Fig. 1: run 1, signal wires by layer
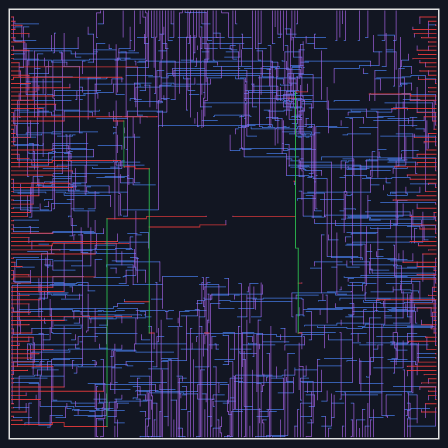
Fig. 2: run 1, register map, names as in the netlist
Other sequential cells in the stronger gray, the rest of the logic in the fainter gray.
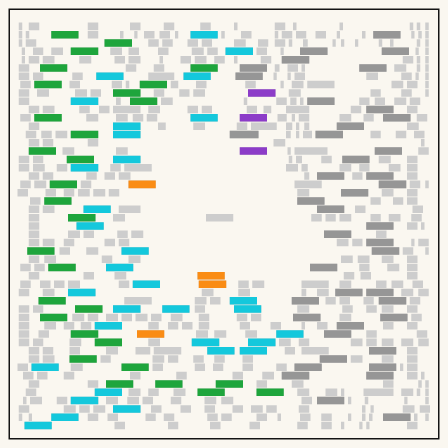
Fig. 3: run 1, clock routing
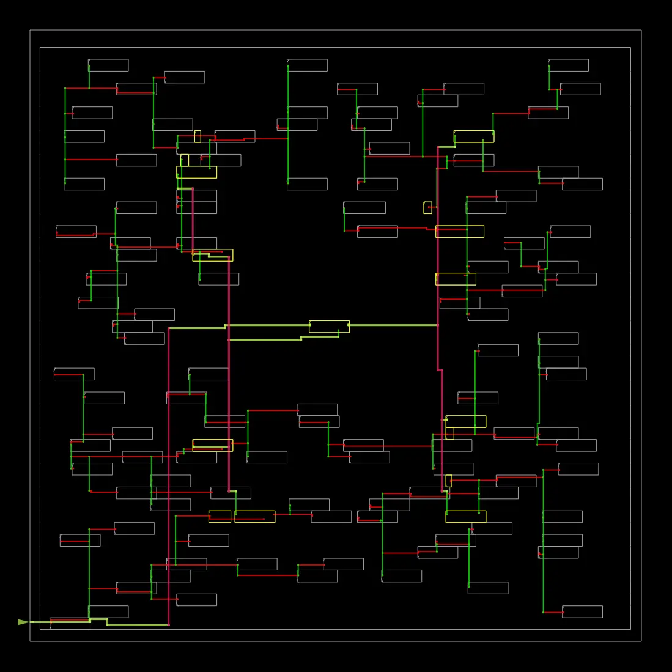
Fig. 4: run 1, gate-type map
Scale bar: 50 um.
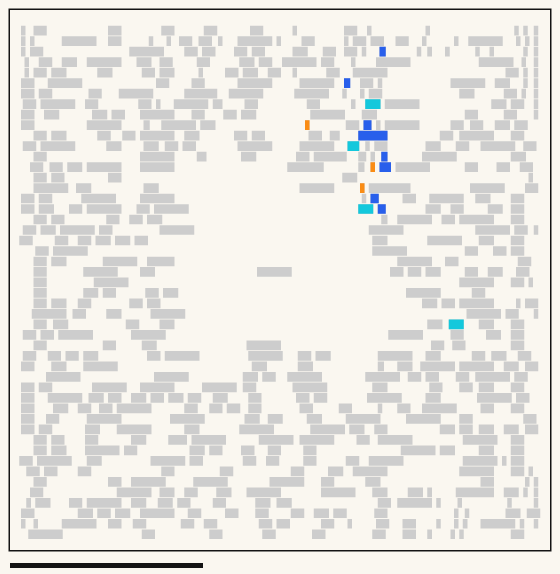
`config.mk`:
```
export PLATFORM = sky130hd
export DESIGN_NAME = axi4_sram_initiator_flat
export DESIGN_NICKNAME = d
export VERILOG_FILES = /design/src/rtl/axi4_sram_initiator_if.sv /design/src/rtl/axi4_sram_initiator.sv /design/src/flat_wrapper.sv
export SDC_FILE = /design/constraint.sdc
export NUM_CORES = 1
export LEC_CHECK = 0
export CAP_MARGIN = 20
export CELL_PAD_IN_SITES_DETAIL_PLACEMENT = 1
export CELL_PAD_IN_SITES_GLOBAL_PLACEMENT = 1
export CORE_MARGIN = 2
export CORE_UTILIZATION = 27
export DETAILED_ROUTE_END_ITERATION = 7
export GPL_TIMING_DRIVEN = 0
export HOLD_SLACK_MARGIN = 0.12
export PLACE_DENSITY_LB_ADDON = 0.1
export REMOVE_ABC_BUFFERS = 1
export SLEW_MARGIN = 15
export SYNTH_ARGS = -nofsm -noshare
export SYNTH_HDL_FRONTEND = slang
export SYNTH_SLANG_ARGS = --single-unit
```
`constraint.sdc`:
```
create_clock -name ACLK -period 2 [get_ports ACLK]
set_clock_uncertainty 0.1 [all_clocks]
set_input_delay 0.2 -clock ACLK [delete_from_list [all_inputs] [get_ports ACLK]]
set_output_delay 0.2 -clock ACLK [all_outputs]
set_load 0.02 [all_outputs]
```
`src/rtl/axi4_sram_initiator_if.sv`:
```
// AXI4 interface bundle for a single-beat initiator.
// Carries the AW, W, B, AR and R channels; master/slave modports.
// Widths: ADDR_W (address), DATA_W (data, strobe = DATA_W/8), ID_W (AxID).
interface axi4_if #(
   parameter int unsigned ADDR_W = 32,
   parameter int unsigned DATA_W = 32,
   parameter int unsigned ID_W   = 4
);
   // write address channel
   logic [ID_W-1:0]     awid;
   logic [ADDR_W-1:0]   awaddr;
   logic [7:0]          awlen;
   logic [2:0]          awsize;
   logic [1:0]          awburst;
   logic                awlock;
   logic [3:0]          awcache;
   logic [2:0]          awprot;
   logic [3:0]          awqos;
   logic [3:0]          awregion;
   logic                awvalid;
   logic                awready;
   // write data channel
   logic [DATA_W-1:0]   wdata;
   logic [DATA_W/8-1:0] wstrb;
   logic                wlast;
   logic                wvalid;
   logic                wready;
   // write response channel
   logic [1:0]          bresp;
   logic                bvalid;
   logic                bready;
   // read address channel
   logic [ID_W-1:0]     arid;
   logic [ADDR_W-1:0]   araddr;
   logic [7:0]          arlen;
   logic [2:0]          arsize;
   logic [1:0]          arburst;
   logic                arlock;
   logic [3:0]          arcache;
   logic [2:0]          arprot;
   logic [3:0]          arqos;
   logic [3:0]          arregion;
   logic                arvalid;
   logic                arready;
   // read data channel
   logic [DATA_W-1:0]   rdata;
   logic [1:0]          rresp;
   logic                rvalid;
   logic                rready;

   modport master (
      output awid, awaddr, awlen, awsize, awburst, awlock, awcache, awprot, awqos, awregion, awvalid,
      input  awready,
      output wdata, wstrb, wlast, wvalid,
      input  wready,
      input  bresp, bvalid,
      output bready,
      output arid, araddr, arlen, arsize, arburst, arlock, arcache, arprot, arqos, arregion, arvalid,
      input  arready,
      input  rdata, rresp, rvalid,
      output rready
   );

   modport slave (
      input  awid, awaddr, awlen, awsize, awburst, awlock, awcache, awprot, awqos, awregion, awvalid,
      output awready,
      input  wdata, wstrb, wlast, wvalid,
      output wready,
      output bresp, bvalid,
      input  bready,
      input  arid, araddr, arlen, arsize, arburst, arlock, arcache, arprot, arqos, arregion, arvalid,
      output arready,
      output rdata, rresp, rvalid,
      input  rready
   );
endinterface

```
`src/rtl/axi4_sram_initiator.sv`:
```
// Single-outstanding AXI4 initiator: turns a simple valid/ready request
// (one word read or write) into a single-beat AXI4 transaction and returns
// a one-cycle completion pulse.
// Ports: ACLK/ARESETn; req_* request side (req_ready high only when idle);
// rsp_valid/rsp_rdata/rsp_err completion side; m = AXI4 master port.
module axi4_sram_initiator #(
   parameter int unsigned             AXI_ADDRESS_WIDTH = 32,
   parameter int unsigned             AXI_DATA_WIDTH    = 32,
   parameter int unsigned             AXI_ID_WIDTH      = 4,
   parameter logic [AXI_ID_WIDTH-1:0] TXN_ID            = '0
) (
   input  logic                          ACLK,
   input  logic                          ARESETn,
   input  logic                          req_valid,
   output logic                          req_ready,
   input  logic                          req_write,
   input  logic [AXI_ADDRESS_WIDTH-1:0]  req_addr,
   input  logic [AXI_DATA_WIDTH-1:0]     req_wdata,
   input  logic [AXI_DATA_WIDTH/8-1:0]   req_wstrb,
   output logic                          rsp_valid,
   output logic [AXI_DATA_WIDTH-1:0]     rsp_rdata,
   output logic                          rsp_err,
   axi4_if.master                        m
);

   localparam int unsigned STRB_W = AXI_DATA_WIDTH / 8;
   localparam int unsigned SIZE   = $clog2(STRB_W);
   localparam logic [AXI_ADDRESS_WIDTH-1:0] ADDR_MASK = ~AXI_ADDRESS_WIDTH'(STRB_W - 1);

   typedef enum logic [2:0] {IDLE, WR_AW_W, WR_B, RD_AR, RD_R} state_t;

   state_t                         state_q, state_d;
   logic [AXI_ADDRESS_WIDTH-1:0]   addr_q, addr_d;
   logic [AXI_DATA_WIDTH-1:0]      wdata_q, wdata_d;
   logic [STRB_W-1:0]              wstrb_q, wstrb_d;
   logic                           aw_done_q, aw_done_d;
   logic                           w_done_q, w_done_d;
   logic                           awvalid_q, awvalid_d;
   logic                           wvalid_q, wvalid_d;
   logic                           bready_q, bready_d;
   logic                           arvalid_q, arvalid_d;
   logic                           rready_q, rready_d;
   logic                           ready_q, ready_d;
   logic                           rsp_valid_q, rsp_valid_d;
   logic                           rsp_err_q, rsp_err_d;
   logic [AXI_DATA_WIDTH-1:0]      rsp_rdata_q, rsp_rdata_d;

   // State and registered outputs
   always_ff @(posedge ACLK or negedge ARESETn) begin
      if (!ARESETn) begin
         state_q     <= IDLE;
         addr_q      <= '0;
         wdata_q     <= '0;
         wstrb_q     <= '0;
         aw_done_q   <= 1'b0;
         w_done_q    <= 1'b0;
         awvalid_q   <= 1'b0;
         wvalid_q    <= 1'b0;
         bready_q    <= 1'b0;
         arvalid_q   <= 1'b0;
         rready_q    <= 1'b0;
         ready_q     <= 1'b1;
         rsp_valid_q <= 1'b0;
         rsp_err_q   <= 1'b0;
         rsp_rdata_q <= '0;
      end else begin
         state_q     <= state_d;
         addr_q      <= addr_d;
         wdata_q     <= wdata_d;
         wstrb_q     <= wstrb_d;
         aw_done_q   <= aw_done_d;
         w_done_q    <= w_done_d;
         awvalid_q   <= awvalid_d;
         wvalid_q    <= wvalid_d;
         bready_q    <= bready_d;
         arvalid_q   <= arvalid_d;
         rready_q    <= rready_d;
         ready_q     <= ready_d;
         rsp_valid_q <= rsp_valid_d;
         rsp_err_q   <= rsp_err_d;
         rsp_rdata_q <= rsp_rdata_d;
      end
   end

   // Next state, capture and completion; channel strobes are decoded from
   // the next state so they come straight out of flops.
   always_comb begin
      state_d     = state_q;
      addr_d      = addr_q;
      wdata_d     = wdata_q;
      wstrb_d     = wstrb_q;
      aw_done_d   = aw_done_q;
      w_done_d    = w_done_q;
      rsp_valid_d = 1'b0;
      rsp_err_d   = rsp_err_q;
      rsp_rdata_d = rsp_rdata_q;

      case (state_q)
         IDLE: begin
            if (req_valid && ready_q) begin
               addr_d  = req_addr;
               wdata_d = req_wdata;
               wstrb_d = req_wstrb;
               state_d = req_write ? WR_AW_W : RD_AR;
            end
         end
         WR_AW_W: begin
            if (awvalid_q && m.awready) aw_done_d = 1'b1;
            if (wvalid_q && m.wready)   w_done_d  = 1'b1;
            // AW and W may complete in either order or together
            if (aw_done_d && w_done_d) begin
               state_d   = WR_B;
               aw_done_d = 1'b0;
               w_done_d  = 1'b0;
            end
         end
         WR_B: begin
            if (m.bvalid) begin
               state_d     = IDLE;
               rsp_valid_d = 1'b1;
               rsp_err_d   = (m.bresp != 2'b00);
            end
         end
         RD_AR: begin
            if (m.arready) state_d = RD_R;
         end
         RD_R: begin
            if (m.rvalid) begin
               state_d     = IDLE;
               rsp_valid_d = 1'b1;
               rsp_err_d   = (m.rresp != 2'b00);
               rsp_rdata_d = m.rdata;
            end
         end
         default: state_d = IDLE;
      endcase

      awvalid_d = (state_d == WR_AW_W) && !aw_done_d;
      wvalid_d  = (state_d == WR_AW_W) && !w_done_d;
      bready_d  = (state_d == WR_B);
      arvalid_d = (state_d == RD_AR);
      rready_d  = (state_d == RD_R);
      ready_d   = (state_d == IDLE);
   end

   assign req_ready = ready_q;
   assign rsp_valid = rsp_valid_q;
   assign rsp_err   = rsp_err_q;
   assign rsp_rdata = rsp_rdata_q;

   // Write address channel: single beat, word aligned
   assign m.awid     = TXN_ID;
   assign m.awaddr   = addr_q & ADDR_MASK;
   assign m.awlen    = 8'd0;
   assign m.awsize   = 3'(SIZE);
   assign m.awburst  = 2'b01;
   assign m.awlock   = 1'b0;
   assign m.awcache  = 4'd0;
   assign m.awprot   = 3'd0;
   assign m.awqos    = 4'd0;
   assign m.awregion = 4'd0;
   assign m.awvalid  = awvalid_q;

   // Write data channel; an all-zero strobe is passed through unchanged
   assign m.wdata    = wdata_q;
   assign m.wstrb    = wstrb_q;
   assign m.wlast    = 1'b1;
   assign m.wvalid   = wvalid_q;

   assign m.bready   = bready_q;

   // Read address channel
   assign m.arid     = TXN_ID;
   assign m.araddr   = addr_q & ADDR_MASK;
   assign m.arlen    = 8'd0;
   assign m.arsize   = 3'(SIZE);
   assign m.arburst  = 2'b01;
   assign m.arlock   = 1'b0;
   assign m.arcache  = 4'd0;
   assign m.arprot   = 3'd0;
   assign m.arqos    = 4'd0;
   assign m.arregion = 4'd0;
   assign m.arvalid  = arvalid_q;

   assign m.rready   = rready_q;

endmodule
```
`src/flat_wrapper.sv`:
```
// flat-port wrapper written by rule: the top's interface ports become plain ports
module axi4_sram_initiator_flat 
#(
   parameter int unsigned             AXI_ADDRESS_WIDTH = 32,
   parameter int unsigned             AXI_DATA_WIDTH    = 32,
   parameter int unsigned             AXI_ID_WIDTH      = 4,
   parameter logic [AXI_ID_WIDTH-1:0] TXN_ID            = '0
)
  (ACLK, ARESETn, req_valid, req_ready, req_write, req_addr, req_wdata, req_wstrb, rsp_valid, rsp_rdata, rsp_err, m_awid, m_awaddr, m_awlen, m_awsize, m_awburst, m_awlock, m_awcache, m_awprot, m_awqos, m_awregion, m_awvalid, m_awready, m_wdata, m_wstrb, m_wlast, m_wvalid, m_wready, m_bresp, m_bvalid, m_bready, m_arid, m_araddr, m_arlen, m_arsize, m_arburst, m_arlock, m_arcache, m_arprot, m_arqos, m_arregion, m_arvalid, m_arready, m_rdata, m_rresp, m_rvalid, m_rready);
  axi4_if m_i ();
  input  logic ACLK;
  input  logic ARESETn;
  input  logic req_valid;
  output logic req_ready;
  input  logic req_write;
  input  logic [AXI_ADDRESS_WIDTH-1:0] req_addr;
  input  logic [AXI_DATA_WIDTH-1:0] req_wdata;
  input  logic [AXI_DATA_WIDTH/8-1:0] req_wstrb;
  output logic rsp_valid;
  output logic [AXI_DATA_WIDTH-1:0] rsp_rdata;
  output logic rsp_err;
  output wire logic [$bits(m_i.awid)-1:0] m_awid;
  output wire logic [$bits(m_i.awaddr)-1:0] m_awaddr;
  output wire logic [$bits(m_i.awlen)-1:0] m_awlen;
  output wire logic [$bits(m_i.awsize)-1:0] m_awsize;
  output wire logic [$bits(m_i.awburst)-1:0] m_awburst;
  output wire logic [$bits(m_i.awlock)-1:0] m_awlock;
  output wire logic [$bits(m_i.awcache)-1:0] m_awcache;
  output wire logic [$bits(m_i.awprot)-1:0] m_awprot;
  output wire logic [$bits(m_i.awqos)-1:0] m_awqos;
  output wire logic [$bits(m_i.awregion)-1:0] m_awregion;
  output wire logic [$bits(m_i.awvalid)-1:0] m_awvalid;
  input wire logic [$bits(m_i.awready)-1:0] m_awready;
  output wire logic [$bits(m_i.wdata)-1:0] m_wdata;
  output wire logic [$bits(m_i.wstrb)-1:0] m_wstrb;
  output wire logic [$bits(m_i.wlast)-1:0] m_wlast;
  output wire logic [$bits(m_i.wvalid)-1:0] m_wvalid;
  input wire logic [$bits(m_i.wready)-1:0] m_wready;
  input wire logic [$bits(m_i.bresp)-1:0] m_bresp;
  input wire logic [$bits(m_i.bvalid)-1:0] m_bvalid;
  output wire logic [$bits(m_i.bready)-1:0] m_bready;
  output wire logic [$bits(m_i.arid)-1:0] m_arid;
  output wire logic [$bits(m_i.araddr)-1:0] m_araddr;
  output wire logic [$bits(m_i.arlen)-1:0] m_arlen;
  output wire logic [$bits(m_i.arsize)-1:0] m_arsize;
  output wire logic [$bits(m_i.arburst)-1:0] m_arburst;
  output wire logic [$bits(m_i.arlock)-1:0] m_arlock;
  output wire logic [$bits(m_i.arcache)-1:0] m_arcache;
  output wire logic [$bits(m_i.arprot)-1:0] m_arprot;
  output wire logic [$bits(m_i.arqos)-1:0] m_arqos;
  output wire logic [$bits(m_i.arregion)-1:0] m_arregion;
  output wire logic [$bits(m_i.arvalid)-1:0] m_arvalid;
  input wire logic [$bits(m_i.arready)-1:0] m_arready;
  input wire logic [$bits(m_i.rdata)-1:0] m_rdata;
  input wire logic [$bits(m_i.rresp)-1:0] m_rresp;
  input wire logic [$bits(m_i.rvalid)-1:0] m_rvalid;
  output wire logic [$bits(m_i.rready)-1:0] m_rready;
  assign m_awid = m_i.awid;
  assign m_awaddr = m_i.awaddr;
  assign m_awlen = m_i.awlen;
  assign m_awsize = m_i.awsize;
  assign m_awburst = m_i.awburst;
  assign m_awlock = m_i.awlock;
  assign m_awcache = m_i.awcache;
  assign m_awprot = m_i.awprot;
  assign m_awqos = m_i.awqos;
  assign m_awregion = m_i.awregion;
  assign m_awvalid = m_i.awvalid;
  assign m_i.awready = m_awready;
  assign m_wdata = m_i.wdata;
  assign m_wstrb = m_i.wstrb;
  assign m_wlast = m_i.wlast;
  assign m_wvalid = m_i.wvalid;
  assign m_i.wready = m_wready;
  assign m_i.bresp = m_bresp;
  assign m_i.bvalid = m_bvalid;
  assign m_bready = m_i.bready;
  assign m_arid = m_i.arid;
  assign m_araddr = m_i.araddr;
  assign m_arlen = m_i.arlen;
  assign m_arsize = m_i.arsize;
  assign m_arburst = m_i.arburst;
  assign m_arlock = m_i.arlock;
  assign m_arcache = m_i.arcache;
  assign m_arprot = m_i.arprot;
  assign m_arqos = m_i.arqos;
  assign m_arregion = m_i.arregion;
  assign m_arvalid = m_i.arvalid;
  assign m_i.arready = m_arready;
  assign m_i.rdata = m_rdata;
  assign m_i.rresp = m_rresp;
  assign m_i.rvalid = m_rvalid;
  assign m_rready = m_i.rready;
  axi4_sram_initiator #(.AXI_ADDRESS_WIDTH(AXI_ADDRESS_WIDTH), .AXI_DATA_WIDTH(AXI_DATA_WIDTH), .AXI_ID_WIDTH(AXI_ID_WIDTH), .TXN_ID(TXN_ID)) u_core (.ACLK(ACLK), .ARESETn(ARESETn), .req_valid(req_valid), .req_ready(req_ready), .req_write(req_write), .req_addr(req_addr), .req_wdata(req_wdata), .req_wstrb(req_wstrb), .rsp_valid(rsp_valid), .rsp_rdata(rsp_rdata), .rsp_err(rsp_err), .m(m_i));
endmodule
```
==> summary.log, run 1 <==
INFO  setup_path     worst-r2r-cell-count=4
INFO  route          vias_per_cell=4.11
INFO  layout         final_nets=695
INFO  global_route   global_route.usage.total=13.7%
INFO  setup_path     critPathKind=reg -> out
INFO  status         status=complete, no violations
INFO  yosys          synth_area=0.00499mm2
INFO  global_route   grt_overflow=0
INFO  setup_path     crit_path_end_kind=output pin
INFO  layout         seq_area_share=36.6%
INFO  placement      post_detailed_placement_half_perimeter_wirelength=10000um
INFO  layout         n_clock_buffer=12
INFO  setup_path     crit_cells=1
INFO  global_route   grt_pass1_wl=20,900um
INFO  layout         final-seq-area=0.00278mm2
INFO  floorplan      chip_area=0.0196mm2
INFO  pwr            cellInternalPower=7.58mW
INFO  route          initialDrtViolationCount=66
INFO  yosys          ys_types=28
INFO  layout         drive_gt1_share=22.5%
INFO  layout         fillCellCount=1,914
INFO  setup_path     critical-path-top-delay-family=buffers and inverters
INFO  job            openroad.warnings=28
INFO  yosys          post_synthesis_cell_type_with_the_largest_combined_area=sky130_fd_sc_hd__dfrtp_1
INFO  pwr            seq_power_share=32.2%
INFO  global_route   grt_antenna_before_repair=0
INFO  yosys          post_synth_tally_of_flip_flops_with_integrated_enable=0
INFO  route          routedWlPerCell=16.9um
INFO  route          totalWireLength=13,800um
INFO  pwr            netSwitchingFraction=37.3%
INFO  setup_path     slowest_stage_cell_on_the_critical_path=sky130_fd_sc_hd__clkdlybuf4s50_1
INFO  floorplan      die-height=140um
INFO  setup_path     cp_max_fo=3
INFO  placement      numPortBuffers=246
INFO  pwr            power.switching=4.51mW
INFO  final_timing   time_the_worst_path_needs_with_i_o_delays_and_setup=1.90ns
INFO  setup_path     worst-endpoint-required=1.70ns
INFO  route          detail_route.drc_violations=0
INFO  yosys          cell_types_with_the_largest_area_share_after_synthesis=sky130_fd_sc_hd__dfrtp_1, sky130_fd_sc_hd__mux2_2, sky130_fd_sc_hd__buf_4, sky130_fd_sc_hd__buf_2, sky130_fd_sc_hd__nor3_2
INFO  pwr            power.share.clock=15.0%
INFO  yosys          top_cells_by_count=sky130_fd_sc_hd__dfrtp_1, sky130_fd_sc_hd__buf_4, sky130_fd_sc_hd__mux2_2
INFO  floorplan      core.rowCount=49
INFO  setup_path     rr_endpoint=u_core.m.awvalid
INFO  hold_path      worst_hold_path_type=in -> async
Notes on Fig. 1 above:
Blue is metal 1, wire length 5,550 um. Red is metal 3, wire length 1,490 um. Green is metal 4, wire length 217 um. Purple is metal 2, wire length 6,520 um.

Notes on Fig. 2 above:
Cyan is `u_core.m.wdata`, placed flops 32. Green is `u_core.addr_q`, placed flops 30. Purple is `u_core.state_q`, placed flops 3. Orange is `u_core.m.wstrb`, placed flops 4.

Notes on Fig. 3 above:
worst skew pair latency: 0.35 ns
Power Clock: 1.81 mW
total clock buffers created by CTS: 9
flop count: 111

Notes on Fig. 4 above:
Cyan is AND and OR gates, cells 4, most used and3_4. Blue is inverting AOI/OAI gates, cells 8. Orange is inverters, cells 3, most used inv_1.

-- run 1: cells by family (layout without fill, tap and decap cells) --
family / count (synthesis) / after routing / share of synthesized area, %
flip-flops: 111 / 111 / 55.7
other: 2 / 71 / 0.150
buffers and inverters: 116 / 271 / 16.9
AND-OR/OR-AND: 11 / 11 / 1.90
AND/OR/NAND/NOR: 20 / 22 / 2.71
multiplexers: 101 / 101 / 22.7
-- run 1: power groups by stage --
stage                     sequential [mW]  clock, mW  combinational, mW
after floorplan                      5.40          0               1.57
after global placement               3.86          0               6.31
after detailed placement             3.91          0               6.36
after CTS                            3.90       1.90               6.46
after global routing                 4.05       1.98               6.73
final                                3.89       1.81               6.38
-- run 1: layer usage --
| metal | vias to the layer above | GRT usage (%) | share of wire, % |
|---|---|---|---|
| li1 | 1491 | - | - |
| met4 | 0 | 5.21 | 1.6 |
| met2 | 209 | 22.3 | 47 |
| met3 | 13 | 5.95 | 11 |
| met5 | - | 0 | 0 |
| met1 | 1638 | 15.9 | 40 |
-- run 1: worst reg2reg max path: cells and delay by family (launching register included) --
kind            cells  cell delay (ns)
simple gates        3             0.98
flops               1             0.54
compound gates      1             0.14
-- run 1: per-stage QoR --
step	setup TNS (ns)	std cells	hold WS (ns)	setup slack [ns]	util, %
6_report	0	816	0.248	0.0950	42.1
5_1_grt	0	816	0.285	0.0649	42.1
4_1_cts	-0.000609	815	0.266	-0.000609	42.0
3_5_place_dp	-12.69	794	0.0754	-0.254	40.1
3_3_place_gp	-509.20	792	0.387	-3.99	39.8
2_1_floorplan	-9.14	317	-0.196	-0.134	-
-- run 1: what timing repair did --
item | 4_1_cts | 5_1_grt
setup endpoints to repair | 73 | 32
hold buffers | 1 | 0
resized | 2 | 2
pin swaps | 1 | 1
hold endpoints to repair | 48 | 0
buffers inserted | 3 | 0
cloned | 1 | 1
Fig. 5: run 1, pin placement
Pins as bars across the die edge, other pins in gray.
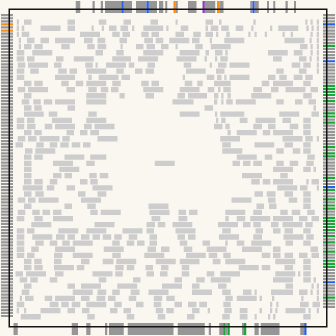

==> inputs of run 2 (changes only) <==
Settings changed: CORE_MARGIN 2 to default.
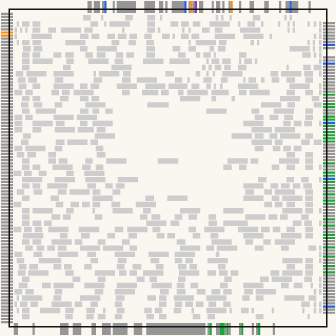
Fig. 6. Pin placement (run 2).
Pins as bars across the die edge, other pins in gray.
Orange is `m_awregion`, pins 4, direction output, edge 2 west, 2 north. Green is `rsp_rdata`, pins 32, direction output, edge 26 east, 6 south. Purple is `req_write`, pins 1, direction input, edge north. Blue is `m_awlen`, pins 8, direction output, edge 5 east, 3 north.
All pins by edge: 100 west, 92 east, 71 south, 57 north.

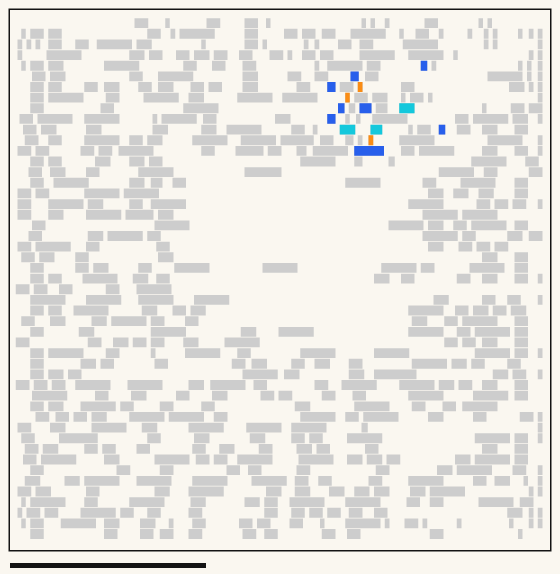
Fig. 7. Gate-type map (run 2).
Scale bar: 50 um.
Cyan is AND and OR gates, cells 3. Orange is inverters, cells 3, most used inv_1. Blue is inverting AOI/OAI gates, cells 8.

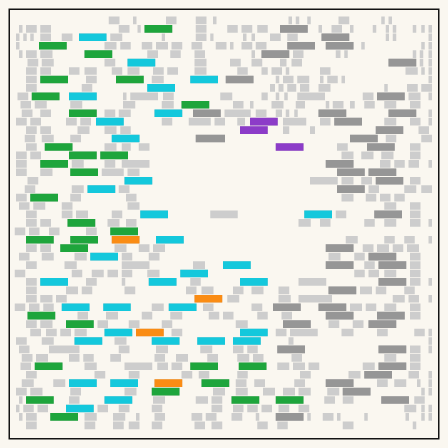
Fig. 8. Register map, names as in the netlist (run 2).
Other sequential cells in the stronger gray, the rest of the logic in the fainter gray.
Orange is `u_core.m.wstrb`, placed flops 4. Green is `u_core.addr_q`, placed flops 30. Purple is `u_core.state_q`, placed flops 3. Cyan is `u_core.m.wdata`, placed flops 32.

==> run 2 against run 1 <==
  * Sequential share of layout area up 0.18 points
  * Clock-buffer cell count down 1
  * Setup slack better by 0.061 ns
  * Highest routed layer unchanged
  * Cell area down 0.48%
  * Sequential power about the same
  * Wire length down 4.8%
  * Power down 0.49%
  * Global-route usage up 0.30 points
  * Synthesized cell count unchanged
  * First-iteration DRC count down 21%
==> summary.log, run 2 <==
INFO  final_timing   setup_tns=0ns [unchanged]
INFO  yosys          top_cells_by_count=sky130_fd_sc_hd__dfrtp_1, sky130_fd_sc_hd__buf_4, sky130_fd_sc_hd__mux2_2
INFO  setup_path     worst-endpoint-required=1.70ns [about the same]
INFO  yosys          post_synthesis_cell_type_with_the_largest_combined_area=sky130_fd_sc_hd__dfrtp_1
INFO  pwr            power.switching=4.49mW [-0.48%]
INFO  yosys          post_synth_tally_of_flip_flops_with_integrated_enable=0 [unchanged]
INFO  pwr            cellInternalPower=7.54mW [-0.49%]
INFO  placement      post_detailed_placement_half_perimeter_wirelength=9990um [-0.14%]
INFO  setup_path     cp_max_fo=2 [-1]
INFO  route          routedLengthMet1=4750um [-14%]
INFO  placement      place_inst=795 [+0.13%]
INFO  route          vias_per_cell=4.07 [-0.92%]
INFO  route          met3WireLength=1830um [+23%]
INFO  global_route   grt_antenna_before_repair=0 [unchanged]
INFO  floorplan      chip_area=0.0190mm2 [-2.8%]
INFO  pwr            seq_power_share=32.2% [about the same]
INFO  setup_path     crit_path_end_kind=output pin
INFO  status         status=complete, no violations
INFO  yosys          cell_types_with_the_largest_area_share_after_synthesis=sky130_fd_sc_hd__dfrtp_1, sky130_fd_sc_hd__mux2_2, sky130_fd_sc_hd__buf_4, sky130_fd_sc_hd__buf_2, sky130_fd_sc_hd__nor3_2
INFO  route          routedWlPerCell=16.1um [-4.5%]
INFO  yosys          ys_types=28 [unchanged]
INFO  pwr            power.share.clock=14.9% [about the same]
INFO  global_route   global_route.peak_usage_layer=met2
INFO  cts            total_clock_buffers_created_by_cts=9 [unchanged]
INFO  setup_path     rr_endpoint=u_core.rsp_rdata[15]
INFO  floorplan      die-height=138um [-1.4%]
INFO  route          totalWireLength=13,100um [-4.8%]
INFO  route          route.top_layer_used=met4
INFO  setup_path     critical-path-top-delay-family=buffers and inverters
-- run 2: worst max path at each step --
stage,from,endpoint
after detailed placement,m_rvalid,u_core.rsp_rdata[30]
after floorplan,u_core.state_q[0],u_core.m.awvalid
after global placement,ARESETn,u_core.rsp_rdata[26]
after global routing,u_core.state_q[0],u_core.rsp_rdata[15]
after CTS,u_core.req_ready,req_ready
final,u_core.req_ready,req_ready
-- run 2: kinds of logic after synthesis --
kind of cell / synth area share (%)
flops: 55.7
mux: 22.7
other cells: 0.150
simple gates: 2.71
compound gates: 1.90
buf+inv: 16.9
-- run 2: what timing repair did --
item / 4_1_cts / 5_1_grt
resized: 1 / 0
endpoints found under the hold margin: 61 / 0
setup endpoints to repair: 56 / 0
buffers inserted: 1 / 0
hold buffers: 1 / 0
-- run 2: final cells by class --
| cell class | count | area [um2] | share of cell area (%) |
|---|---|---|---|
| inverter | 3 | 11.3 | 0.149 |
| clock inverter | 5 | 57.6 | 0.762 |
| timing repair buffer | 251 | 2550 | 33.7 |
| sequential | 111 | 2780 | 36.8 |
| tap | 229 | 287 | 3.79 |
| clock buffer | 11 | 233 | 3.08 |
| multi-input combinational | 203 | 1640 | 21.7 |
-- run 2: stage by stage --
step | instance area, um2 | util [%] | worst slack, ns
3_5_place_dp | 7240 | 40.2 | -0.123
3_3_place_gp | 7170 | 39.8 | -3.98
4_1_cts | 7550 | 41.9 | 0.129
6_report | 7550 | 41.9 | 0.156
5_1_grt | 7550 | 41.9 | 0.0766
2_1_floorplan | 4420 | - | -0.134
-- run 2: power by group through the flow --
stage	logic (mW)	clock network (mW)	registers, mW
after CTS	6.47	1.90	3.89
after floorplan	1.57	0	5.40
final	6.36	1.79	3.87
after global routing	6.75	1.97	4.03
after detailed placement	6.42	0	3.91
after global placement	6.35	0	3.85
Power is estimated from default activity; no workload was simulated.
